[config.mk]
export PLATFORM = sky130hd
export DESIGN_NAME = agc_instr_decode
export DESIGN_NICKNAME = d
export VERILOG_FILES = /design/src/rtl/agc_instr_decode.sv
export SDC_FILE = /design/constraint.sdc
export NUM_CORES = 1
export LEC_CHECK = 0
export CORE_MARGIN = 4
export CORE_UTILIZATION = 25
export DETAILED_ROUTE_END_ITERATION = 16
export RECOVER_POWER = 25
export SLEW_MARGIN = 20
export SYNTH_ARGS = -nofsm -noshare
export SYNTH_HDL_FRONTEND = slang
export SYNTH_SLANG_ARGS = --single-unit
[constraint.sdc]
create_clock -name clk -period 6.9 [get_ports clk]
set_clock_uncertainty 0.05 [all_clocks]
set_input_delay 2.07 -clock clk [delete_from_list [all_inputs] [get_ports clk]]
set_output_delay 2.07 -clock clk [all_outputs]
set_load 0.05 [all_outputs]
[src/rtl/agc_instr_decode.sv]
`default_nettype none
// ============================================================================
//  Module      : agc_instr_decode
//  Description : AGC instruction decode stage. Absorbs the EXTEND prefix
//                into an extracode flag, applies a pending INDEX addend with
//                ones' complement arithmetic, classifies the effective word
//                and holds it for the control unit behind valid/ready.
//  Ports       : clk, reset_n (sync, active-low), flush
//                in_valid/in_ready/instr_word   - raw word from memory
//                idx_valid/idx_value            - INDEX operand strobe
//                out_valid/out_ready            - decoded handshake
//                opcode, qc, addr12, addr10, extracode, instr_id, eff_word
//                issue_count (only with AGC_DECODE_STATS_EN defined)
//  Options     : AGC_DECODE_STATS_EN adds a 16-bit handshake counter.
//  Revision    : 1.0 - initial release
// ============================================================================
module agc_instr_decode #(
    parameter int                WORD_W      = 15,
    parameter logic [WORD_W-1:0] EXTEND_WORD = 15'o00006
) (
    input  logic              clk,
    input  logic              reset_n,
    input  logic              flush,
    input  logic              in_valid,
    output logic              in_ready,
    input  logic [WORD_W-1:0] instr_word,
    input  logic              idx_valid,
    input  logic [WORD_W-1:0] idx_value,
    output logic              out_valid,
    input  logic              out_ready,
    output logic [2:0]        opcode,
    output logic [1:0]        qc,
    output logic [11:0]       addr12,
    output logic [9:0]        addr10,
    output logic              extracode,
    output logic [4:0]        instr_id,
    output logic [WORD_W-1:0] eff_word
`ifdef AGC_DECODE_STATS_EN
    ,
    output logic [15:0]       issue_count
`endif
);

    localparam logic [4:0] c_ID_INDEX  = 5'd12;
    localparam logic [4:0] c_ID_INDEXX = 5'd27;

    typedef enum logic [1:0] {
        S_IDLE = 2'd0,
        S_OUT  = 2'd1,
        S_IDXW = 2'd2
    } state_t;

    state_t            state_q, state_d;
    logic [WORD_W-1:0] eff_q, eff_d;
    logic [4:0]        id_q, id_d;
    logic              extracode_q, extracode_d;
    logic              ext_pending_q, ext_pending_d;
    logic              idx_pending_q, idx_pending_d;
    logic [WORD_W-1:0] idx_reg_q, idx_reg_d;

    logic [WORD_W:0]   w_sum_raw;
    logic [WORD_W-1:0] w_eff_in;

    // Instruction class from the effective word and the extracode flag.
    function automatic logic [4:0] decode_id(input logic [WORD_W-1:0] w,
                                             input logic ext);
        logic [2:0]  op;
        logic [1:0]  q;
        logic [11:0] a;
        logic [4:0]  id;
        op = w[14:12];
        q  = w[11:10];
        a  = w[11:0];
        id = 5'd0;
        if (!ext) begin
            case (op)
                3'd0: begin
                    if (a == 12'd3)      id = 5'd1;
                    else if (a == 12'd4) id = 5'd2;
                    else if (a == 12'd6) id = 5'd3;
                    else                 id = 5'd0;
                end
                3'd1:    id = (q == 2'd0) ? 5'd4 : 5'd5;
                3'd2:    id = 5'd6 + {3'd0, q};
                3'd3:    id = 5'd10;
                3'd4:    id = 5'd11;
                3'd5:    id = 5'd12 + {3'd0, q};
                3'd6:    id = 5'd16;
                default: id = 5'd17;
            endcase
        end else begin
            case (op)
                3'd0:    id = 5'd18;
                3'd1:    id = (q == 2'd0) ? 5'd19 : 5'd20;
                3'd2:    id = 5'd21 + {3'd0, q};
                3'd3:    id = 5'd25;
                3'd4:    id = 5'd26;
                3'd5:    id = 5'd27;
                3'd6:    id = (q == 2'd0) ? 5'd28 : 5'd29;
                default: id = 5'd30;
            endcase
        end
        return id;
    endfunction

    // Ones' complement add with end-around carry. The carry re-add cannot
    // overflow again: the largest raw sum 77777+77777 leaves 77776 + 1.
    always_comb begin
        w_sum_raw = {1'b0, instr_word} + {1'b0, idx_reg_q};
        w_eff_in  = instr_word;
        if (idx_pending_q) begin
            w_eff_in = w_sum_raw[WORD_W-1:0] + {{(WORD_W-1){1'b0}}, w_sum_raw[WORD_W]};
        end
    end

    always_comb begin
        state_d       = state_q;
        eff_d         = eff_q;
        id_d          = id_q;
        extracode_d   = extracode_q;
        ext_pending_d = ext_pending_q;
        idx_pending_d = idx_pending_q;
        idx_reg_d     = idx_reg_q;
        case (state_q)
            S_IDLE: begin
                if (in_valid) begin
                    // An indexed word is never a prefix, whatever its value.
                    if (!idx_pending_q && (instr_word == EXTEND_WORD)) begin
                        ext_pending_d = 1'b1;
                    end else begin
                        eff_d         = w_eff_in;
                        id_d          = decode_id(w_eff_in, ext_pending_q);
                        extracode_d   = ext_pending_q;
                        ext_pending_d = 1'b0;
                        idx_pending_d = 1'b0;
                        state_d       = S_OUT;
                    end
                end
            end
            S_OUT: begin
                if (out_ready) begin
                    if ((id_q == c_ID_INDEX) || (id_q == c_ID_INDEXX)) begin
                        // extracode carries across INDEX to the indexed word
                        ext_pending_d = extracode_q;
                        state_d       = S_IDXW;
                    end else begin
                        state_d = S_IDLE;
                    end
                end
            end
            S_IDXW: begin
                if (idx_valid) begin
                    idx_reg_d     = idx_value;
                    idx_pending_d = 1'b1;
                    state_d       = S_IDLE;
                end
            end
            default: state_d = S_IDLE;
        endcase
        if (flush) begin
            state_d       = S_IDLE;
            ext_pending_d = 1'b0;
            idx_pending_d = 1'b0;
        end
    end

    always_ff @(posedge clk) begin
        if (!reset_n) begin
            state_q       <= S_IDLE;
            eff_q         <= '0;
            id_q          <= '0;
            extracode_q   <= 1'b0;
            ext_pending_q <= 1'b0;
            idx_pending_q <= 1'b0;
            idx_reg_q     <= '0;
        end else begin
            state_q       <= state_d;
            eff_q         <= eff_d;
            id_q          <= id_d;
            extracode_q   <= extracode_d;
            ext_pending_q <= ext_pending_d;
            idx_pending_q <= idx_pending_d;
            idx_reg_q     <= idx_reg_d;
        end
    end

    assign in_ready  = (state_q == S_IDLE);
    assign out_valid = (state_q == S_OUT);
    assign eff_word  = eff_q;
    assign opcode    = eff_q[14:12];
    assign qc        = eff_q[11:10];
    assign addr12    = eff_q[11:0];
    assign addr10    = eff_q[9:0];
    assign extracode = extracode_q;
    assign instr_id  = id_q;

`ifdef AGC_DECODE_STATS_EN
    logic [15:0] issue_count_q, issue_count_d;

    // Counts handshakes only; flush does not clear it.
    always_comb begin
        issue_count_d = issue_count_q;
        if (out_valid && out_ready) begin
            issue_count_d = issue_count_q + 16'd1;
        end
    end

    always_ff @(posedge clk) begin
        if (!reset_n) begin
            issue_count_q <= '0;
        end else begin
            issue_count_q <= issue_count_d;
        end
    end

    assign issue_count = issue_count_q;
`endif

endmodule
`default_nettype wire
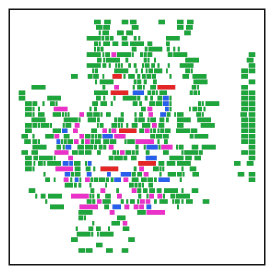
drive_strength.png
(2 px per µm)
- red: drive 6 and up (cells 6)
- green: drive 1 or less (cells 449)
- blue: drive 2 (cells 23)
- magenta: drive 3 to 4 (cells 45)

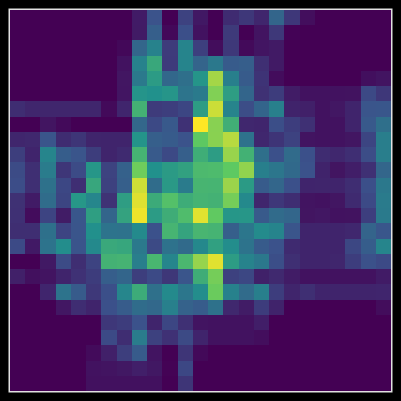
wire_density.png
(3 px per µm) The die is cut into 25 by 25 equal tiles; dark purple is low, yellow is high, scaled to the fullest tile. Values are wire area over tile area, all layers added.
- fullest tile: 0.51
- densest ninth of the die: center
- nearly empty tiles: 29%

==> flow_summary.ini <==
; flow metrics
[power_and_ir_drop]
powerDensity_mw_per_mm2 = 150
power.total_mw = 0.711
ir_worst_vdd_mv = 0.0703
maxPowerGroup = registers
p_sw_share_pct = 34.0
powerComb_mw = 0.218
p_clk_share_pct = 34.4
p_comb_share_pct = 30.6
p_sw_mw = 0.242
seqPwrFrac_pct = 35.0
powerSeq_mw = 0.249
p_int_mw = 0.469
p_leak_nw = 1.83
clock_net_power_mw = 0.245

[logic_synthesis]
synthesis.area_mm2 = 0.00354
largest_area_cell = dfxtp_1
syn_inst = 442
ys_cells = 442
synthTopCellsByArea = dfxtp_1 (23%), nand2_1 (7.9%), ha_1 (6.7%)
synth.area.mux_share_pct = 2.30
yosys-top-cells-count = nand2_1 (75), dfxtp_1 (40), nor2_1 (29)
top_area_share_pct = 22.6
async_reset_ff_share_pct = 0
synthAoiAreaFrac_pct = 27.1
yosysUniqueCellTypes = 76
numSynthFlops = 40
seq_area_frac_synth_pct = 22.6
yosysWarnings = 0
ys_area_mm2 = 0.00354
top_logic_kind = AND-OR/OR-AND gates
flop_cell = dfxtp_1
synthXorXnorAreaFrac_pct = 6.61
syn_nets = 498
ys_sh_simple_pct = 23.2
synth_adder_area_share_pct = 7.28
edf_count = 0
avgSynthCellArea_um2 = 8.01
synth.most_common_cell = nand2_1

[place]
gp_congestion = 0.922
post-place-ws_ns = -0.0454
placedInstanceArea_mm2 = 0.00452
hpwl_um = 8390
dp_cells = 693
port_buffers = 85

[clocking]
clock_path_buffers = 2
clock-sinks = 40
clkTransAtPathRegs_ns = 0.07
cts-root-buf = clkbuf_16
cts_tree = done
clock_latency_ns = 0.28
cts_made_buffers = 5
cts_max_level = 2

[setup_path]
crit_fanout = 5
worstSetupPathType = input pin to flop
worst_ep_required_time_ns = 7.05
arrival_ns = 6.78
reg2reg_slack_ns = 2.16
cp-end-kind = flop
cp-start-kind = input pin

[die]
fp.dieH_um = 127
rows = 43
core_area_mm2 = 0.0139
die-area_mm2 = 0.0161
initCoreUtil_pct = 25.5
io_pins = 86
fp.dieW_um = 127

[final_layout]
nets = 578
drive_above_1_share_pct = 14.1
layout_top_cells = clkdlybuf4s50_1 (78), nand2_1 (75), dfxtp_1 (40)
n_antenna_cell = 0
fin_cells = 703
final_area_mm2 = 0.00473
layout_top_cell = clkdlybuf4s50_1
utilization_pct = 34.1
layout-area-overhead-vs-synth_pct = 33.7

[route]
avgRoutedWirePerCell_um = 15.0
drt-initial-drc-count = 151
totalWireLength_um = 10500
via_per_inst = 4.91
drc = 0
firstDrtPassIters = 5
ant_nets = 0
route.vias.total = 3453

[grt]
grt_max_degree = 41
antenna_found_initial = 0
grt_pass1_vias = 3393
grt_pass1_wl_um = 17100
grtUsageTotal_pct = 13.0
grt_overflow = 0

[timing]
tightest_slew_ns = 1.52
drv_slew = 41
max_slew_margin_pct = -1.03
setup_viol_count_final = 0
setup_ws_ns = 0.263
post-route-period-util_pct = 96.2
period_minus_slack_ns = 6.64
hold_violations = 0
max_freq_mhz = 151

[flow_run]
log.warning_count = 27
cap_violations = 1

[run_status]
status = complete, but fails checks
violations = max-capacitance violations, max-slew violations

[min_path]
hold_class = flop to flop
-- what timing repair did --
item                       in CTS  in global routing
setup buffers                   0                  2
setup endpoints to repair       0                  2
hold buffers                    0                  0
gates resized                   0                  7
-- final timing paths --
check,start,to,cells after the start
hold / removal,idx_reg_q[0],idx_reg_q[0],2
setup reg to reg,idx_reg_q[1],instr_id[0],22
setup / recovery,instr_word[1],instr_id[0],23
hold reg to reg,idx_reg_q[0],idx_reg_q[0],2
-- through the flow --
stage | hold slack [ns] | TNS, ns
final | 0.426 | 0
after CTS | 0.426 | 0
after floorplan | 0.397 | 0
after global routing | 0.445 | -0.0193
after detailed placement | 0.417 | -0.0454
after global placement | 0.409 | 0
-- per-layer routing --
metal / wire [µm] / up-vias / part of all wire, % / global-route usage, %
met3: 591 / 11 / 5.6 / 2.30
met5: 0 / - / 0 / 0
met2: 4710 / 112 / 45 / 20.2
met1: 5050 / 1632 / 48 / 18.4
li1: - / 1698 / - / -
met4: 178 / 0 / 1.7 / 3.72
-- worst max-delay path, cell delays in order --
cell,delay (ns)
clkdlybuf4s50_1,0.43
ha_1,0.34
a211oi_4,0.27
o21ai_2,0.13
o211a_1,0.25
a221oi_2,0.27
o21ai_0,0.14
a21o_1,0.20
ha_1,0.22
ha_1,0.21
nand2_1,0.07
nand4b_2,0.13
and4bb_4,0.22
xnor2_1,0.16
a21oi_1,0.10
inv_1,0.08
ha_1,0.16
inv_1,0.06
nor4bb_1,0.27
nand3b_1,0.11
or3_1,0.41
o21a_1,0.21
o311ai_2,0.26
-- area by class of cell --
type | count | area, µm²
clock buffers | 6 | 139
clock inverters | 2 | 15.0
repair buffers | 120 | 1110
fillers | 1461 | 9150
flip-flops and latches | 40 | 801
well taps | 180 | 225
multi-input cells | 344 | 2400
inverters | 11 | 41.3
